### Metal 1

The bar under the picture is 10 µm long. Cells faint in the background.
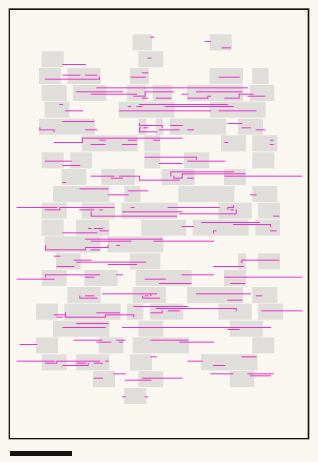
### Metal 2

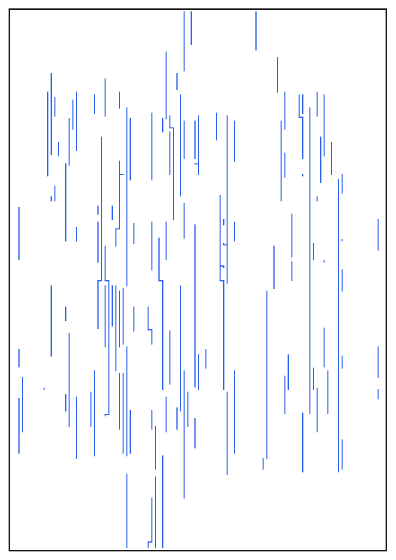
### The metal 3 layer

The bar under the picture is 10 µm long.
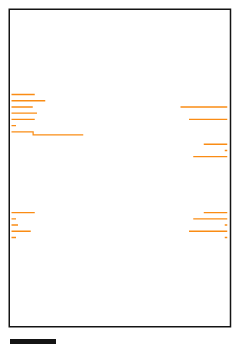
### Drive-strength map

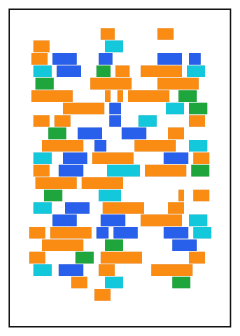
==> src/rtl/axis_diag_pkg.sv <==
// Shared types and constants for the AXI-Stream diagnostic sink.
package axis_diag_pkg;

  typedef enum logic [1:0] {
    IDLE,
    EMIT,
    TRAIL,
    DONE
  } state_e;

  localparam logic [7:0] RST_BYTE = 8'h00;

  function automatic int unsigned idx_width(input int unsigned nb);
    return (nb > 1) ? $clog2(nb) : 1;
  endfunction

endpackage

==> src/rtl/axis_diag_serializer.sv <==
// Holds one accepted stream word and walks its bytes out, one per cycle,
// flagging the final byte so the controller can decide what follows.
module axis_diag_serializer
  import axis_diag_pkg::*;
#(
  parameter int DATA_WIDTH = 16,
  parameter int MSB_FIRST  = 1
) (
  input  logic                  i_clk,
  input  logic                  i_rst,
  input  logic                  start_i,
  input  logic [DATA_WIDTH-1:0] word_i,
  output logic [7:0]            byte_o,
  output logic                  strobe_o,
  output logic                  last_o
);

  localparam int unsigned NB = DATA_WIDTH / 8;
  localparam int unsigned IW = idx_width(NB);

  logic [DATA_WIDTH-1:0] word_q;
  logic [IW-1:0]         idx_q;
  logic                  busy_q;
  logic [IW-1:0]         sel;

  always_ff @(posedge i_clk or posedge i_rst) begin
    if (i_rst) begin
      word_q <= '0;
      idx_q  <= '0;
      busy_q <= 1'b0;
    end else if (start_i) begin
      word_q <= word_i;
      idx_q  <= '0;
      busy_q <= 1'b1;
    end else if (busy_q) begin
      idx_q <= idx_q + 1'b1;
      if (last_o) busy_q <= 1'b0;
    end
  end

  // Byte order is resolved by mirroring the index rather than the word.
  always_comb begin
    sel    = (MSB_FIRST != 0) ? (IW'(NB - 1) - idx_q) : idx_q;
    byte_o = RST_BYTE;
    for (int unsigned i = 0; i < NB; i++) begin
      if (sel == i[IW-1:0]) byte_o = word_q[i*8 +: 8];
    end
  end

  assign strobe_o = busy_q;
  assign last_o   = busy_q && (idx_q == IW'(NB - 1));

endmodule

==> config.mk <==
export PLATFORM = sky130hd
export DESIGN_NAME = axis_diag_serializer
export DESIGN_NICKNAME = d
export VERILOG_FILES = /design/src/rtl/axis_diag_pkg.sv /design/src/rtl/axis_diag_serializer.sv
export SDC_FILE = /design/constraint.sdc
export NUM_CORES = 1
export LEC_CHECK = 0
export CELL_PAD_IN_SITES_DETAIL_PLACEMENT = 1
export CELL_PAD_IN_SITES_GLOBAL_PLACEMENT = 2
export CORE_ASPECT_RATIO = 1.5
export CORE_MARGIN = 3
export CORE_UTILIZATION = 31
export DETAILED_ROUTE_END_ITERATION = 6
export GPL_TIMING_DRIVEN = 0
export PLACE_DENSITY_LB_ADDON = 0.15
export SLEW_MARGIN = 20
export SYNTH_ARGS = -nofsm -noshare
export SYNTH_HDL_FRONTEND = slang
export SYNTH_SLANG_ARGS = --single-unit
==> constraint.sdc <==
create_clock -name i_clk -period 1.66 [get_ports i_clk]
set_input_delay 0.498 -clock i_clk [delete_from_list [all_inputs] [get_ports i_clk]]
set_output_delay 0.498 -clock i_clk [all_outputs]
set_load 0.02 [all_outputs]
==> impl_metrics.env <==
# yosys + openroad results
export IMPL_switching_share_pct=27.4
export IMPL_slew_viol_final=0
export IMPL_ys_warn_count=0
export IMPL_grt_ovfl_total=0
export IMPL_fin_area_um2=1240
export IMPL_fin_nets=105
export IMPL_cp_data_arrival_time_ns=1.32
export IMPL_violations="setup timing"
export IMPL_power_total_mw=1.26
export IMPL_via_per_inst=4.37
export IMPL_ys_cells=51
export IMPL_synth_edff_count=0
export IMPL_met1_usage_pct=15.5
export IMPL_outcome="complete, but fails checks"
export IMPL_worstSetupStartpointType="flip-flop"
export IMPL_ir_drop_uv=513
export IMPL_postCtsSetupRepairBufs=2
export IMPL_place_worst_setup_slack_ns=-0.277
export IMPL_yosysTopAreaCellShare_pct=54.6
export IMPL_p_leak_nw=0.569
export IMPL_lay_top_count="dfrtp_1"
export IMPL_r2r_slack_ns=0.65
export IMPL_grt_pass1_wl_mm=2.82
export IMPL_cts_tree="done"
export IMPL_crit_end="byte_o[7]"
export IMPL_finalSetupViolCount=8
export IMPL_p_sw_mw=0.344
export IMPL_worst_slack_ns=-0.155
export IMPL_worstSetupStartpoint="idx_q"
export IMPL_rsz0062_at_grt="yes"
export IMPL_cpPeakStageDelay_ns=0.42
export IMPL_synth_area_um2=825
export IMPL_rr_worst_depth=4
export IMPL_worstMarginPinSlew_ns=0.685
export IMPL_crit_cells=3
export IMPL_vias=529
export IMPL_fmax_ghz=0.551
export IMPL_drive_above_1_share_pct=52.9
export IMPL_cts_resized_gates=63
export IMPL_cts_root_buffer="clkbuf_4"
export IMPL_hold_end="word_q[6]"
export IMPL_wl_met2_um=873
export IMPL_antenna_found_initial=0
export IMPL_syn_avg_cell_area_um2=16.2
export IMPL_grtUsageTotal_pct=11.9
export IMPL_synthesis_nets=70
export IMPL_dr_pass1_iters=2
export IMPL_cts_hold_buffers_added=0
export IMPL_ys_types=11
## Picture notes: 'Metal 1'
86 nets have wire on it. The longest straight run is 24.4 µm.

## Picture notes: 'Metal 2'
The layer holds 52% of the routed length. The wires run mostly vertical.

## Picture notes: 'The metal 3 layer'
The layer carries 105 µm of wire. The layer holds 6.2% of the routed length. 22 nets have wire on it.

## Picture notes: 'Drive-strength map'
Blue stands for x3 and x4, cells 21, share 25%, most used mux2_4. Orange stands for x1 and smaller, cells 40, share 47%, most used dfrtp_1. Cyan stands for x6 and larger, cells 14, share 16%, most used buf_6. Green stands for x2, cells 10, share 12%, most used mux2_2.

[power groups by stage]
stage / combinational, mW / clock (mW) / sequential, mW
6_report: 0.471 / 0.266 / 0.518
5_1_grt: 0.503 / 0.306 / 0.525
4_1_cts: 0.468 / 0.279 / 0.518
3_5_place_dp: 0.395 / 0 / 0.521
3_3_place_gp: 0.391 / 0 / 0.520
2_1_floorplan: 0.232 / 0 / 0.519
[area by class of cell]
cell class	instances	area, µm²
buffer	3	42.5
clock buffer	4	36.3
fill	261	1260
inverter	2	7.51
multi-input combinational	28	357
sequential	18	450
tap	36	45.0
timing repair buffer	30	307
[kinds of logic after synthesis]
family	count (synthesis)	synth area share [%]
buffers and inverters	5	5.62
multiplexers	24	36.4
flip-flops	18	54.6
AND/OR/NAND/NOR	2	1.21
AND-OR/OR-AND	1	1.06
XOR/XNOR	1	1.06
